**config.mk**
```make
export PLATFORM = sky130hd
export DESIGN_NAME = reg_dump_tx_flat
export DESIGN_NICKNAME = d
export VERILOG_FILES = /design/src/rtl/reg_dump_pkg.sv /design/src/rtl/reg_dump_tx_if.sv /design/src/rtl/uart_tx_byte.sv /design/src/rtl/reg_dump_tx.sv /design/src/flat_wrapper.sv
export SDC_FILE = /design/constraint.sdc
export NUM_CORES = 1
export LEC_CHECK = 0
export ABC_CLOCK_PERIOD_IN_PS = 2300
export CORE_UTILIZATION = 55
export DETAILED_ROUTE_END_ITERATION = 10
export PLACE_DENSITY = 0.84
export REMOVE_ABC_BUFFERS = 1
export SYNTH_ARGS = -nofsm -noshare
export SYNTH_HDL_FRONTEND = slang
export SYNTH_SLANG_ARGS = --single-unit
```
**constraint.sdc**
```tcl
create_clock -name clk_i -period 2.3 [get_ports clk_i]
set_input_delay 0.46 -clock clk_i [delete_from_list [all_inputs] [get_ports clk_i]]
set_output_delay 0.46 -clock clk_i [all_outputs]
set_load 0.1 [all_outputs]
```
**src/rtl/reg_dump_pkg.sv**
```systemverilog
// Shared constants, state encodings and the frame-byte helper for the register dump engine.
package reg_dump_pkg;

    localparam logic [7:0]  SYNC_BYTE   = 8'hA5;
    localparam int unsigned NUM_REGS    = 8;
    localparam int unsigned FRAME_BYTES = 9;
    localparam int unsigned REG_AW      = $clog2(NUM_REGS);
    localparam int unsigned BYTE_IDX_W  = 4;

    // Top-level sequencing; START/DATA/STOP live inside the byte transmitter.
    typedef enum logic [1:0] {
        StIdle,
        StLoad,
        StSend,
        StDone
    } dump_state_e;

    typedef enum logic [1:0] {
        TxIdle,
        TxStart,
        TxData,
        TxStop
    } tx_state_e;

    function automatic logic [7:0] frame_byte(input logic [BYTE_IDX_W-1:0] idx,
                                              input logic [7:0]            rd_data);
        return (idx == '0) ? SYNC_BYTE : rd_data;
    endfunction

endpackage

```
**src/rtl/reg_dump_tx_if.sv**
```systemverilog
// Command, register-file read port and UART line of the register dump engine.
interface reg_dump_tx_if;
    import reg_dump_pkg::*;

    logic              start;
    logic [REG_AW-1:0] rd_addr;
    logic [7:0]        rd_data;
    logic              tx;
    logic              busy;
    logic              done;

    modport master (
        output start,
        output rd_data,
        input  rd_addr,
        input  tx,
        input  busy,
        input  done
    );

    modport slave (
        input  start,
        input  rd_data,
        output rd_addr,
        output tx,
        output busy,
        output done
    );

endinterface

```
**src/rtl/uart_tx_byte.sv**
```systemverilog
// 8N1 byte transmitter: baud counter, start/data/stop sequencing and the registered tx line.
module uart_tx_byte
    import reg_dump_pkg::*;
#(
    parameter int unsigned ClksPerBit = 868
) (
    input  logic       clk_i,
    input  logic       rst_i,
    input  logic       load_i,
    input  logic [7:0] data_i,
    output logic       ready_o,
    output logic       byte_done_o,
    output logic       tx_o
);

    localparam int unsigned     CntW    = (ClksPerBit > 1) ? $clog2(ClksPerBit) : 1;
    localparam logic [CntW-1:0] CntLast = CntW'(ClksPerBit - 1);

    tx_state_e       state_q, state_d;
    logic [CntW-1:0] cnt_q, cnt_d;
    logic [2:0]      bit_idx_q, bit_idx_d;
    logic [7:0]      shreg_q, shreg_d;
    logic            tx_q, tx_d;
    logic            bit_end;

    always_ff @(posedge clk_i) begin
        if (rst_i) begin
            state_q   <= TxIdle;
            cnt_q     <= '0;
            bit_idx_q <= '0;
            shreg_q   <= '0;
            tx_q      <= 1'b1;
        end else begin
            state_q   <= state_d;
            cnt_q     <= cnt_d;
            bit_idx_q <= bit_idx_d;
            shreg_q   <= shreg_d;
            tx_q      <= tx_d;
        end
    end

    assign bit_end = (cnt_q == CntLast);

    always_comb begin
        state_d     = state_q;
        cnt_d       = cnt_q;
        bit_idx_d   = bit_idx_q;
        shreg_d     = shreg_q;
        tx_d        = tx_q;
        byte_done_o = 1'b0;

        unique case (state_q)
            TxIdle: begin
                cnt_d = '0;
                tx_d  = 1'b1;
                if (load_i) begin
                    shreg_d   = data_i;
                    bit_idx_d = '0;
                    tx_d      = 1'b0;
                    state_d   = TxStart;
                end
            end
            TxStart: begin
                cnt_d = bit_end ? '0 : cnt_q + 1'b1;
                if (bit_end) begin
                    bit_idx_d = '0;
                    tx_d      = shreg_q[0];
                    state_d   = TxData;
                end
            end
            TxData: begin
                cnt_d = bit_end ? '0 : cnt_q + 1'b1;
                if (bit_end) begin
                    shreg_d   = {1'b0, shreg_q[7:1]};
                    bit_idx_d = bit_idx_q + 1'b1;
                    // tx is registered, so the next bit is presented from the pre-shift value.
                    if (bit_idx_q == 3'd7) begin
                        tx_d    = 1'b1;
                        state_d = TxStop;
                    end else begin
                        tx_d = shreg_q[1];
                    end
                end
            end
            TxStop: begin
                cnt_d = bit_end ? '0 : cnt_q + 1'b1;
                tx_d  = 1'b1;
                if (bit_end) begin
                    byte_done_o = 1'b1;
                    state_d     = TxIdle;
                end
            end
        endcase
    end

    assign ready_o = (state_q == TxIdle);
    assign tx_o    = tx_q;

endmodule

```
**src/rtl/reg_dump_tx.sv**
```systemverilog
// Register-file dump engine: walks r0..r7 and sends 0xA5 plus the eight values over 8N1 UART.
module reg_dump_tx
    import reg_dump_pkg::*;
#(
    parameter int unsigned ClksPerBit = 868
) (
    input  logic         clk_i,
    input  logic         rst_i,
    reg_dump_tx_if.slave dump_io
);

    dump_state_e           state_q, state_d;
    logic [BYTE_IDX_W-1:0] byte_idx_q, byte_idx_d;
    logic [REG_AW-1:0]     rd_addr_q, rd_addr_d;
    logic                  tx_load;
    logic                  tx_ready;
    logic                  tx_byte_done;
    logic                  tx_line;
    logic [7:0]            tx_data;

    always_ff @(posedge clk_i) begin
        if (rst_i) begin
            state_q    <= StIdle;
            byte_idx_q <= '0;
            rd_addr_q  <= '0;
        end else begin
            state_q    <= state_d;
            byte_idx_q <= byte_idx_d;
            rd_addr_q  <= rd_addr_d;
        end
    end

    always_comb begin
        state_d    = state_q;
        byte_idx_d = byte_idx_q;
        rd_addr_d  = rd_addr_q;
        tx_load    = 1'b0;

        unique case (state_q)
            StIdle: begin
                if (dump_io.start) begin
                    byte_idx_d = '0;
                    rd_addr_d  = '0;
                    state_d    = StLoad;
                end
            end
            StLoad: begin
                // rd_data is sampled here, so writes after this cycle miss this byte.
                tx_load = tx_ready;
                if (tx_ready) begin
                    state_d = StSend;
                end
            end
            StSend: begin
                if (tx_byte_done) begin
                    if (byte_idx_q == BYTE_IDX_W'(FRAME_BYTES - 1)) begin
                        state_d = StDone;
                    end else begin
                        byte_idx_d = byte_idx_q + 1'b1;
                        rd_addr_d  = byte_idx_q[REG_AW-1:0];
                        state_d    = StLoad;
                    end
                end
            end
            StDone: begin
                state_d = StIdle;
            end
        endcase
    end

    assign tx_data = frame_byte(byte_idx_q, dump_io.rd_data);

    uart_tx_byte #(
        .ClksPerBit (ClksPerBit)
    ) u_uart_tx_byte (
        .clk_i       (clk_i),
        .rst_i       (rst_i),
        .load_i      (tx_load),
        .data_i      (tx_data),
        .ready_o     (tx_ready),
        .byte_done_o (tx_byte_done),
        .tx_o        (tx_line)
    );

    assign dump_io.rd_addr = rd_addr_q;
    assign dump_io.tx      = tx_line;
    assign dump_io.busy    = (state_q != StIdle);
    assign dump_io.done    = (state_q == StDone);

endmodule
```
**src/flat_wrapper.sv**
```systemverilog
// flat-port wrapper written by rule: the top's interface ports become plain ports
module reg_dump_tx_flat import reg_dump_pkg::*;
#(
    parameter int unsigned ClksPerBit = 868
)
  (clk_i, rst_i, dump_io_start, dump_io_rd_data, dump_io_rd_addr, dump_io_tx, dump_io_busy, dump_io_done);
  reg_dump_tx_if dump_io_i ();
  input  logic clk_i;
  input  logic rst_i;
  input wire logic [$bits(dump_io_i.start)-1:0] dump_io_start;
  input wire logic [$bits(dump_io_i.rd_data)-1:0] dump_io_rd_data;
  output wire logic [$bits(dump_io_i.rd_addr)-1:0] dump_io_rd_addr;
  output wire logic [$bits(dump_io_i.tx)-1:0] dump_io_tx;
  output wire logic [$bits(dump_io_i.busy)-1:0] dump_io_busy;
  output wire logic [$bits(dump_io_i.done)-1:0] dump_io_done;
  assign dump_io_i.start = dump_io_start;
  assign dump_io_i.rd_data = dump_io_rd_data;
  assign dump_io_rd_addr = dump_io_i.rd_addr;
  assign dump_io_tx = dump_io_i.tx;
  assign dump_io_busy = dump_io_i.busy;
  assign dump_io_done = dump_io_i.done;
  reg_dump_tx #(.ClksPerBit(ClksPerBit)) u_core (.clk_i(clk_i), .rst_i(rst_i), .dump_io(dump_io_i));
endmodule
```
### Cell outlines without signal wires

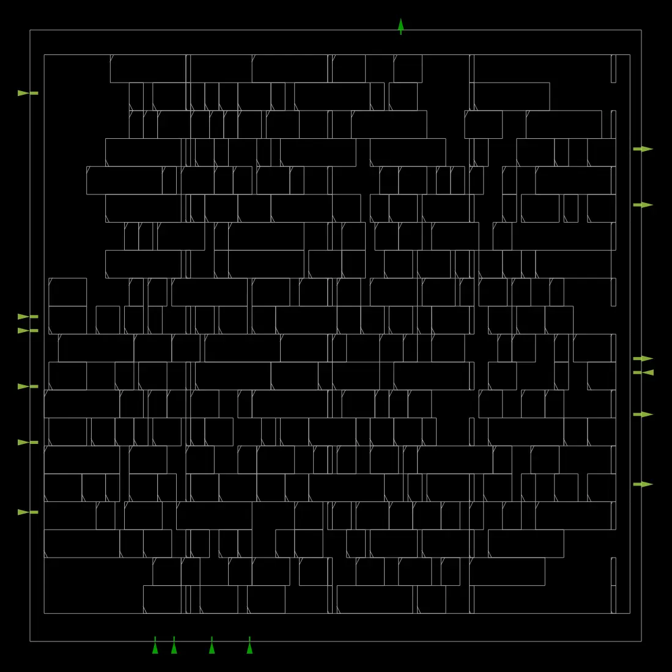
# rows: 20
share of the final layout cell area in sequential cells: 32.0%
tap cell count: 44
Core Util, Final: 66.5%
core outline area: 3100 um2

### Placed cells, one color a class

Drawn at 4 px/um.
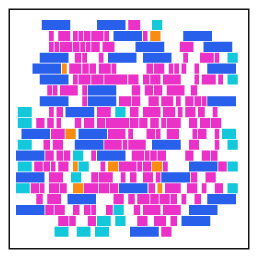
color	class	cells	share of their area
cyan	other buffers and delay cells	22	9.5%
blue	flops	33	33%
orange	clock drivers and dummy loads	8	2.4%
magenta	all other logic	173	55%
Post-Layout Inst Area: 2060 um2

### Clock network drawn from the DEF

Drawn at 4 px/um.
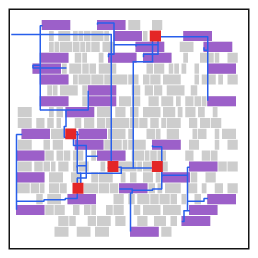
[red] cells driving clock nets | count: 5
[purple] flip-flops | count: 33
[blue] clock wires | length: 387 um
flops lie	spread over the die

### Sequential cells colored by netlist name

Drawn at 4 px/um. Other sequential cells in the stronger gray, the rest of the logic in the fainter gray.
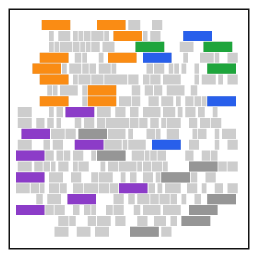
color	name in the netlist	sequential cells
green	u_core.dump_io.rd_addr	3
orange	u_core.u_uart_tx_byte.cnt_q	10
purple	u_core.u_uart_tx_byte.shreg_q	8
blue	u_core.byte_idx_q	4
power in sequential cells: 0.741 mW
Storage cell area: 661 um2

==> out/qor.json <==
{
  "dieHeight_um": 59.5,
  "yosys_register_bits": 33,
  "clock_power_share_pct": 15.6,
  "drive_above_1_share_pct": 8.47,
  "critical_path.startpoint_type": "flip-flop",
  "syn_area_um2": 1820,
  "cts_max_path_buffers": 2,
  "r2r_setup_slack_ns": 0.37,
  "cts.reportedPaths.clkPinSlew_ns": 0.09,
  "dieArea_um2": 3540,
  "boundaryPins": 17,
  "share_seq_of_total_power_pct": 38.8,
  "yosys-stat-area_um2": 1820,
  "p_sw_mw": 0.765,
  "drt-total-wl_um": 3400,
  "area_delta_synth_final_pct": 13.3,
  "finalSetupViolCount": 0,
  "ctsHtreeMaxLevel": 2,
  "synth-async-reset-ratio_pct": 0,
  "critical_path.reg2reg.startpoint": "u_core.u_uart_tx_byte.state_q[0]$_SDFFE_PP0P_",
  "placed_cell_area_um2": 2010,
  "first_iter_violations": 71,
  "power.leakage_nw": 0.787,
  "synth-simple-area-share_pct": 30.0,
  "post_cts_resized": 0,
  "clk_root_buffer_cell": "sky130_fd_sc_hd__clkbuf_4",
  "cp-startpoint": "u_core.u_uart_tx_byte.state_q[0]$_SDFFE_PP0P_",
  "worstPathCellList": "inv_1 -> ha_1 -> buf_4 -> nor2_1 -> a31oi_1 -> nand4bb_1 -> a21oi_1",
  "synth_area_per_cell_um2": 8.35,
  "proportion_of_power_drawn_by_combinational_gates_pct": 45.6,
  "finClkSkew_ns": 0.00489,
  "grt_max_degree": 16,
  "final_cell_count_no_fill": 280,
  "max_cap_viols": 0,
  "mi_logic_area_um2": 1080,
  "ys_sh_xor_pct": 3.85,
  "final.fill_count": 298,
  "critPathRequiredTime_ns": 2.52,
  "first_pass_iters": 4,
  "clk-power_mw": 0.297,
  "p_per_area_nw_per_um2": 925,
  "clock.latency.late_pin_ns": 0.33,
  "cts-hold-fix-buffers": 0,
  "largestPowerGroup": "combinational logic",
  "finalCriticalPeriod_ns": 1.93,
  "worstSetupPathDepth": 7,
  "outcome": "finished, final reports clean",
  "most-common-layout-cells": "sky130_fd_sc_hd__dfxtp_1, sky130_fd_sc_hd__nand2_1, sky130_fd_sc_hd__nor2_1, sky130_fd_sc_hd__a21oi_1, sky130_fd_sc_hd__buf_4",
  "global_route_wire_length_before_repair_um": 6060,
  "comb_power_mw": 0.869,
  "antenna_found_initial": 0,
  "syn_inst": 218,
  "fraction_of_synthesized_area_in_multiplexers_pct": 3.30,
  "drcViolationCount": 0,
  "worstRegToRegCells": 7,
  "critPathBufInv": 2,
  "max_clock_freq_ghz": 0.518,
  "min_period_over_period_pct": 83.9,
  "hold_violations": 0,
  "numCtsBuffers": 5,
  "detailedPlacementHpwl_um": 2490,
  "endpoint_arrival_time_on_the_critical_path_ns": 2.15,
  "critical_path.slowest_cell": "sky130_fd_sc_hd__a31oi_1",
  "ys_dominant_reg_cell": "sky130_fd_sc_hd__dfxtp_1",
  "synth-edff-count": 0,
  "criticalPathCategory": "reg2reg",
  "log.warning_count": 29,
  "viasPerCell": 5.60,
  "layout.cells.most_common": "sky130_fd_sc_hd__dfxtp_1",
  "report.final.slew_viol_count": 0,
  "critPathMaxFanout": 15,
  "final_antenna_net_count": 0,
  "min-delay-path-class": "reg2reg",
  "via_count": 1568,
  "sequential_cell_area_fraction_in_the_yosys_report_pct": 36.3,
  "numPortBuffers": 16,
  "initial_core_util_pct": 58.7,
  "replace_congestion": 0.775,
  "synth_stat.cells": 218,
  "netlist_logic_family_top": "simple AND/OR/NAND/NOR gates",
  "synth.cellmix.adderShare_pct": 6.19,
  "critical_path.top_delay_family": "AND-OR/OR-AND gates",
  "critical_path.endpoint": "u_core.u_uart_tx_byte.bit_idx_q[0]$_SDFFE_PP0P_",
  "worst_slew_pin_slew_ns": 0.587,
  "cells_on_worst_hold_path": 2,
  "cts_setup_buffers": 0,
  "die_width_um": 59.5,
  "totalPowerFinal_mw": 1.91,
  "whs_endpoint": "u_core.dump_io.rd_addr[0]$_SDFFE_PP0P_",
  "first_global_vias": 1419,
  "track_usage_pct": 23.0,
  "slowest_delay_ns": 0.46,
  "numClockSinks": 33,
  "worstReg2RegEnd": "u_core.u_uart_tx_byte.bit_idx_q[0]$_SDFFE_PP0P_",
  "synth_warnings": 0,
  "relSlewSlack_pct": 60.7
}
==> cell usage after synthesis (2+ instances only) <==
cell	n	area share, %
sky130_fd_sc_hd__o311a_1	4	2.2
sky130_fd_sc_hd__xnor2_1	6	2.9
sky130_fd_sc_hd__a21oi_1	13	3.6
sky130_fd_sc_hd__o21bai_1	4	1.6
sky130_fd_sc_hd__o21ai_0	10	2.7
sky130_fd_sc_hd__nand3b_1	3	1.2
sky130_fd_sc_hd__inv_1	7	1.4
sky130_fd_sc_hd__nand3_1	5	1.4
sky130_fd_sc_hd__nand4b_1	3	1.4
sky130_fd_sc_hd__or3_1	2	0.69
sky130_fd_sc_hd__o31ai_1	3	1.2
sky130_fd_sc_hd__a31oi_1	2	0.69
sky130_fd_sc_hd__nand2b_1	11	3.8
sky130_fd_sc_hd__o211ai_1	4	1.6
sky130_fd_sc_hd__or4_1	4	1.6
sky130_fd_sc_hd__and2_1	2	0.69
sky130_fd_sc_hd__nor2b_1	4	1.4
sky130_fd_sc_hd__nor3_1	6	1.6
sky130_fd_sc_hd__xor2_1	2	0.96
sky130_fd_sc_hd__nor2_1	19	3.9
sky130_fd_sc_hd__nand4_1	4	1.4
sky130_fd_sc_hd__mux2i_1	6	3.3
sky130_fd_sc_hd__and2b_1	2	0.82
sky130_fd_sc_hd__clkbuf_1	11	2.3
sky130_fd_sc_hd__dfxtp_1	33	36
sky130_fd_sc_hd__ha_1	9	6.2
sky130_fd_sc_hd__nand2_1	24	4.9
==> layout make-up <==
cell class / count / share of cell area, %
inverter: 7 / 1.27
multi-input combinational: 166 / 52.4
timing repair buffer: 22 / 9.22
tap: 44 / 2.67
sequential: 33 / 32.0
clock buffer: 8 / 2.37
==> metrics by stage <==
stage | setup slack [ns] | hold slack [ns]
floorplan | 0.343 | 0.430
detailed placement | 0.369 | 0.452
finish | 0.369 | 0.463
global placement | 0.379 | 0.441
CTS | 0.365 | 0.470
global route | 0.138 | 0.504
==> worst register-to-register path, stage by stage, from the launching register on <==
cell and delay, ns:
sky130_fd_sc_hd__dfxtp_1 0.35, sky130_fd_sc_hd__inv_1 0.09, sky130_fd_sc_hd__ha_1 0.32, sky130_fd_sc_hd__buf_4 0.25
sky130_fd_sc_hd__nor2_1 0.08, sky130_fd_sc_hd__a31oi_1 0.46, sky130_fd_sc_hd__nand4bb_1 0.21, sky130_fd_sc_hd__a21oi_1 0.07
==> sequential cells by signal, indices dropped and copies added (netlist names) <==
| name | cells |
|---|---|
| u_core.u_uart_tx_byte.tx_o | 1 |
| u_core.u_uart_tx_byte.shreg_q | 8 |
| u_core.state_q | 2 |
| u_core.dump_io.rd_addr | 3 |
| u_core.u_uart_tx_byte.bit_idx_q | 3 |
| u_core.u_uart_tx_byte.cnt_q | 10 |
| u_core.byte_idx_q | 4 |
| u_core.u_uart_tx_byte.state_q | 2 |
==> routing by layer <==
layer | up-vias | GRT usage [%] | share of wire, %
met3 | 4 | 4.80 | 4.5
met2 | 30 | 35.2 | 46
li1 | 806 | - | -
met4 | 0 | 13.0 | 1.7
met1 | 728 | 30.1 | 48
met5 | - | 0 | 0
Power and IR drop assume default switching activity.
